run_1/clock_map.png
The bar under the picture is 20 um long.
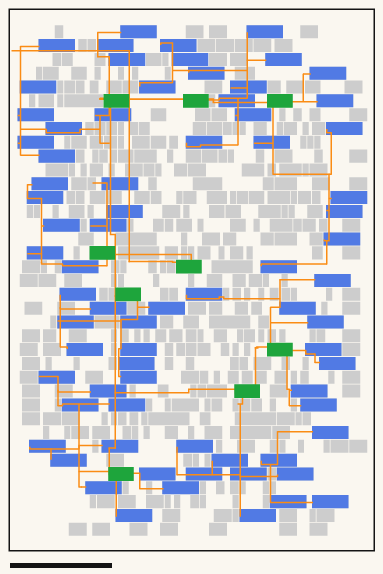
run_1/pdn.png
Pins as bars on the die edge.
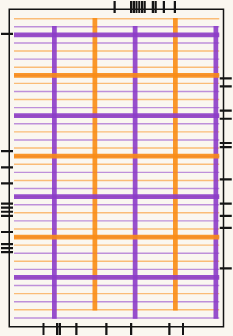
run_1/final_clocks.png
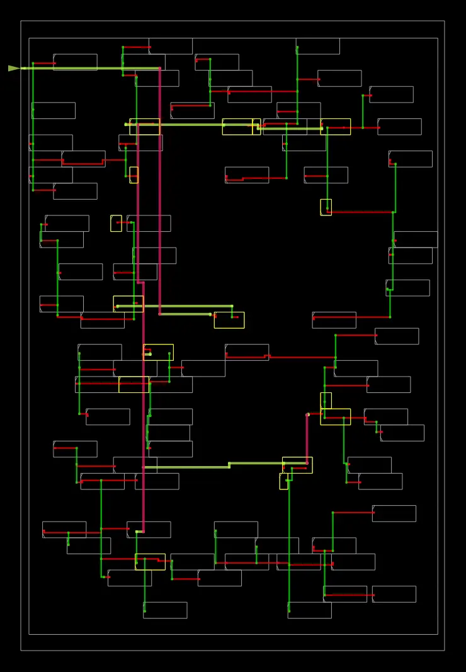
### src/rtl/display_scan_ctrl.sv
// Scan controller for a 4-digit multiplexed seven-segment display: refresh timebase,
// anti-ghosting blank guard, tear-free shadowed hex value with leading-zero blanking.
module display_scan_ctrl #(
    parameter int CLK_DIV      = 100000,
    parameter int BLANK_CYCLES = 1000
) (
    input  logic        clk,
    input  logic        rst,
    input  logic [15:0] value,
    input  logic [3:0]  dp_in,
    input  logic        load,
    input  logic [3:0]  digit_en,
    input  logic        lzb,
    output logic [3:0]  an,
    output logic [6:0]  seg,
    output logic        dp,
    output logic        pending,
    output logic        frame_done
);

    localparam int CW = $clog2(CLK_DIV);
    localparam logic [CW-1:0] CNT_LAST   = CW'(CLK_DIV - 1);
    localparam logic [CW-1:0] BLANK_LAST = CW'((BLANK_CYCLES > 0) ? (BLANK_CYCLES - 1) : 0);

    typedef enum logic {
        ST_BLANK = 1'b0,
        ST_DRIVE = 1'b1
    } phase_e;

    // With no blank guard every slot starts straight in DRIVE.
    localparam phase_e SLOT_START = (BLANK_CYCLES == 0) ? ST_DRIVE : ST_BLANK;

    logic [CW-1:0] cnt_q, cnt_d;
    logic [1:0]    d_q, d_d;
    phase_e        state_q, state_d;
    logic [15:0]   staging_val_q, staging_val_d;
    logic [3:0]    staging_dp_q, staging_dp_d;
    logic [15:0]   shadow_val_q, shadow_val_d;
    logic [3:0]    shadow_dp_q, shadow_dp_d;
    logic          pending_q, pending_d;
    logic [3:0]    an_q, an_d;
    logic [6:0]    seg_q, seg_d;
    logic          dp_q, dp_d;
    logic          frame_done_q, frame_done_d;
    logic          wrap_s, boundary_s;
    logic [3:0]    nib_s;
    logic [3:0]    zb_s;

    function automatic logic [6:0] hex7(input logic [3:0] n);
        logic [6:0] r;
        case (n)
            4'h0:    r = 7'b1000000;
            4'h1:    r = 7'b1111001;
            4'h2:    r = 7'b0100100;
            4'h3:    r = 7'b0110000;
            4'h4:    r = 7'b0011001;
            4'h5:    r = 7'b0010010;
            4'h6:    r = 7'b0000010;
            4'h7:    r = 7'b1111000;
            4'h8:    r = 7'b0000000;
            4'h9:    r = 7'b0010000;
            4'hA:    r = 7'b0001000;
            4'hB:    r = 7'b0000011;
            4'hC:    r = 7'b1000110;
            4'hD:    r = 7'b0100001;
            4'hE:    r = 7'b0000110;
            4'hF:    r = 7'b0001110;
            default: r = 7'b1111111;
        endcase
        return r;
    endfunction

    // Timebase, phase FSM, staging/shadow handshake and frame pulse next-state.
    always_comb begin
        wrap_s        = (cnt_q == CNT_LAST);
        boundary_s    = wrap_s && (d_q == 2'd3);
        cnt_d         = cnt_q;
        d_d           = d_q;
        state_d       = state_q;
        staging_val_d = staging_val_q;
        staging_dp_d  = staging_dp_q;
        shadow_val_d  = shadow_val_q;
        shadow_dp_d   = shadow_dp_q;
        pending_d     = pending_q;
        frame_done_d  = boundary_s;

        if (wrap_s) begin
            cnt_d   = '0;
            d_d     = d_q + 2'd1;
            state_d = SLOT_START;
        end else begin
            cnt_d = cnt_q + CW'(1);
            if ((state_q == ST_BLANK) && (cnt_q == BLANK_LAST)) begin
                state_d = ST_DRIVE;
            end else begin
                state_d = state_q;
            end
        end

        // Commit uses pre-edge staging; a load on the same edge stays pending.
        if (boundary_s && pending_q) begin
            shadow_val_d = staging_val_q;
            shadow_dp_d  = staging_dp_q;
            pending_d    = 1'b0;
        end else begin
            pending_d = pending_q;
        end

        if (load) begin
            staging_val_d = value;
            staging_dp_d  = dp_in;
            pending_d     = 1'b1;
        end else begin
            staging_val_d = staging_val_q;
        end
    end

    // Display outputs computed from next-state values so the registered pins line up with cnt/d.
    always_comb begin
        nib_s = shadow_val_d[{d_d, 2'b00} +: 4];
        zb_s[3] = (shadow_val_d[15:12] == 4'h0);
        zb_s[2] = zb_s[3] && (shadow_val_d[11:8] == 4'h0);
        zb_s[1] = zb_s[2] && (shadow_val_d[7:4] == 4'h0);
        zb_s[0] = 1'b0;
        an_d  = 4'b1111;
        seg_d = 7'b1111111;
        dp_d  = 1'b1;

        if ((state_d == ST_BLANK) || !digit_en[d_d]) begin
            an_d  = 4'b1111;
            seg_d = 7'b1111111;
            dp_d  = 1'b1;
        end else if (lzb && zb_s[d_d]) begin
            seg_d = 7'b1111111;
            if (shadow_dp_d[d_d]) begin
                an_d = ~(4'b0001 << d_d);
                dp_d = 1'b0;
            end else begin
                an_d = 4'b1111;
                dp_d = 1'b1;
            end
        end else begin
            an_d  = ~(4'b0001 << d_d);
            seg_d = hex7(nib_s);
            dp_d  = ~shadow_dp_d[d_d];
        end
    end

    // State and output registers with synchronous reset.
    always_ff @(posedge clk) begin
        if (rst) begin
            cnt_q         <= '0;
            d_q           <= 2'd0;
            state_q       <= SLOT_START;
            staging_val_q <= 16'h0000;
            staging_dp_q  <= 4'h0;
            shadow_val_q  <= 16'h0000;
            shadow_dp_q   <= 4'h0;
            pending_q     <= 1'b0;
            an_q          <= 4'b1111;
            seg_q         <= 7'b1111111;
            dp_q          <= 1'b1;
            frame_done_q  <= 1'b0;
        end else begin
            cnt_q         <= cnt_d;
            d_q           <= d_d;
            state_q       <= state_d;
            staging_val_q <= staging_val_d;
            staging_dp_q  <= staging_dp_d;
            shadow_val_q  <= shadow_val_d;
            shadow_dp_q   <= shadow_dp_d;
            pending_q     <= pending_d;
            an_q          <= an_d;
            seg_q         <= seg_d;
            dp_q          <= dp_d;
            frame_done_q  <= frame_done_d;
        end
    end

    assign an         = an_q;
    assign seg        = seg_q;
    assign dp         = dp_q;
    assign pending    = pending_q;
    assign frame_done = frame_done_q;

endmodule

### config.mk
export PLATFORM = sky130hd
export DESIGN_NAME = display_scan_ctrl
export DESIGN_NICKNAME = d
export VERILOG_FILES = /design/src/rtl/display_scan_ctrl.sv
export SDC_FILE = /design/constraint.sdc
export NUM_CORES = 1
export LEC_CHECK = 0
export ABC_CLOCK_PERIOD_IN_PS = 3650
export CORE_ASPECT_RATIO = 1.5
export CORE_UTILIZATION = 50
export CTS_CLUSTER_SIZE = 28
export DETAILED_ROUTE_END_ITERATION = 16
export PLACE_DENSITY_LB_ADDON = 0.15
export SLEW_MARGIN = 30
export SYNTH_ARGS = -nofsm -noshare
export SYNTH_HDL_FRONTEND = slang
export SYNTH_SLANG_ARGS = --single-unit
### constraint.sdc
create_clock -name clk -period 3.65 [get_ports clk]
set_clock_uncertainty 0.15 [all_clocks]
set_input_delay 0.5475 -clock clk [delete_from_list [all_inputs] [get_ports clk]]
set_output_delay 0.5475 -clock clk [all_outputs]
set_load 0.02 [all_outputs]
==> writeup.txt, run 1 <==
42 I/O pins were placed. With the fraction of area in clock buffers and inverters at 0.0383, the area of the mapped netlist is 3620 um2. The share of cells above drive strength 1 is 0.0923. The flow ran to the end, and the final reports show no timing, DRC or antenna violations. The number of buffers inserted by port buffering is 41, and the area used by sequential logic in the layout is 1480 um2. The leakage component of the power was reported as 0.00163 uW. The script computed a power per unit cell area of 343 nW/um2.

The run gives 0.272 as the global-route met1 utilization. Area growth from synthesis to layout: 17.9%. Tally of unique sky130hd cells used after synthesis: 57. Before antenna repair, the detailed router went through 4 iterations. Summing all non-filler instances in the final layout gives an area of 4270 um2. The sequential share of cell area was 0.347.

The XOR/XNOR share of the synthesized area was 0.0359; the met2 usage was 0.408. The top cell type's share of synthesized area is 0.409. Counting flops with a built-in enable in the synthesized netlist gives 0. For the upper clock frequency limit, the log shows 300 MHz.
About clock_map.png:
legend:
  green:
    item: cells driving clock nets
    count: 9
  blue:
    item: flip-flops
    count: 74
  orange:
    item: clock wires
    length: 871 um
flops lie: spread over the die
routed clock nets: 10
clock insertion delay at the later pin of the skew report: 340 ps
power share of the clock group: 0.370

About pdn.png:
legend:
  orange:
    net: VDD
  purple:
    net: VSS
rows: 37
met4 straps: 5
signal pins: 42
met1 rails: 38
met5 straps: 7
overall die width: 71.5 um
core region area: 6940 um2
height of the chip: 106 um

About final_clocks.png:
Layout clock buffers: 13
Clock Power: 543 uW
clock buffers created by TritonCTS: 9
# clock sinks: 74

==> run 1 -> run 2 <==
--- a/config.mk
+++ b/config.mk
@@ -10,7 +10,8 @@
 export CORE_UTILIZATION = 50
 export CTS_CLUSTER_SIZE = 28
 export DETAILED_ROUTE_END_ITERATION = 16
-export PLACE_DENSITY_LB_ADDON = 0.15
+export PLACE_DENSITY = 0.71
+export SETUP_SLACK_MARGIN = 0.5
 export SLEW_MARGIN = 30
 export SYNTH_ARGS = -nofsm -noshare
 export SYNTH_HDL_FRONTEND = slang
==> run 2 against run 1 <==
Effect of this change: fmax up 11%; critical path type unchanged; sequential share of layout area down 0.79 points; worst hold slack better by 16 ps; highest routed layer unchanged; combinational power up 2%; global-route usage up 0.14 points; non-clock buffer count up 4; worst setup slack better by 340 ps.
==> writeup.txt, run 2 <==
With the number of top-level pins at 42 (unchanged), the leakage power of the design is 0.00165 uW (was 0.00163 uW). The count of library flops with an enable pin was 0 (unchanged); the worst reg-to-reg path cell count was 9 (was 10). The number of buffers inserted by port buffering was 41 (unchanged); the XOR/XNOR share of the synthesized area was 0.0359 (unchanged). The run finished with clean final reports. The tools report the length of the first detailed-routing pass in iterations as 5 (was 4).

The total power per unit cell area is 345 nW/um2 (was 343 nW/um2). The most frequent logic cell in the layout is dfxtp_1 (unchanged). The run gives 0.409 (unchanged) for the top cell type's share of synthesized area. Tally of unique sky130hd cells used after synthesis: 57 (unchanged). For the global-route met1 utilization, the log shows 0.285 (was 0.272). The run gives 84.6 uW (was 82.9 uW) for the combinational gate power.

The logs give 3620 um2 (unchanged) for the area of the mapped netlist and 843 uW (was 842 uW) for the total sequential power. The buffer count excluding the clock tree in the final layout is 56 (was 52), and the clock network latency to the later pin of the worst-skew pair is 360 ps (was 340 ps). The part of the total power dissipated in combinational logic was 0.056 (about the same).

Clock-net power: 585 uW (was 543 uW). The fraction of area in clock buffers and inverters was 0.0417 (was 0.0383). For the standard cell core area, the log shows 6940 um2 (unchanged). The run gives 74 (unchanged) as the number of sinks handled by clock tree synthesis.

With the share of cells above drive strength 1 at 0.124 (was 0.0923), the weighted congestion reported at the end of routability-driven placement is 0.908 (was 0.882). The global-route wire length before repair was 14100 um (was 14200 um); the die boundary height was 106 um (unchanged). The horizontal die dimension works out to 71.5 um (unchanged). The flip-flop and latch count after synthesis came out at 74 (unchanged).
run_2/metal_stack.png
Only two layers are drawn.
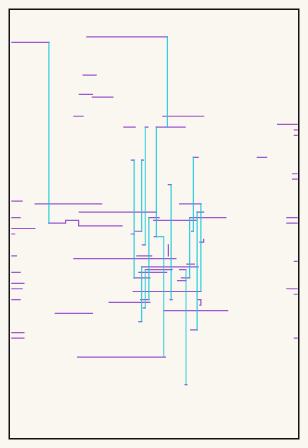
legend:
  purple:
    layer: met3
    wire_length: 356 um
  cyan:
    layer: met4
    wire_length: 387 um
overall routed net length: 8430 um
final routed wire length divided by cell count: 15.7 um

run_2/cell_classes.png
The bar under the picture is 20 um long.
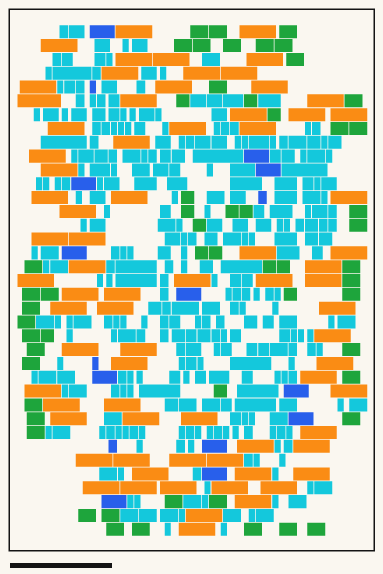
legend:
  blue:
    class: clock drivers and dummy loads
    cells: 16
  orange:
    class: flip-flops
    cells: 74
  cyan:
    class: all other logic
    cells: 313
  green:
    class: other buffers and delay cells
    cells: 56
post-layout instance area: 4390 um2
sequential share of cell area: 0.339

Power and IR drop assume default switching activity.
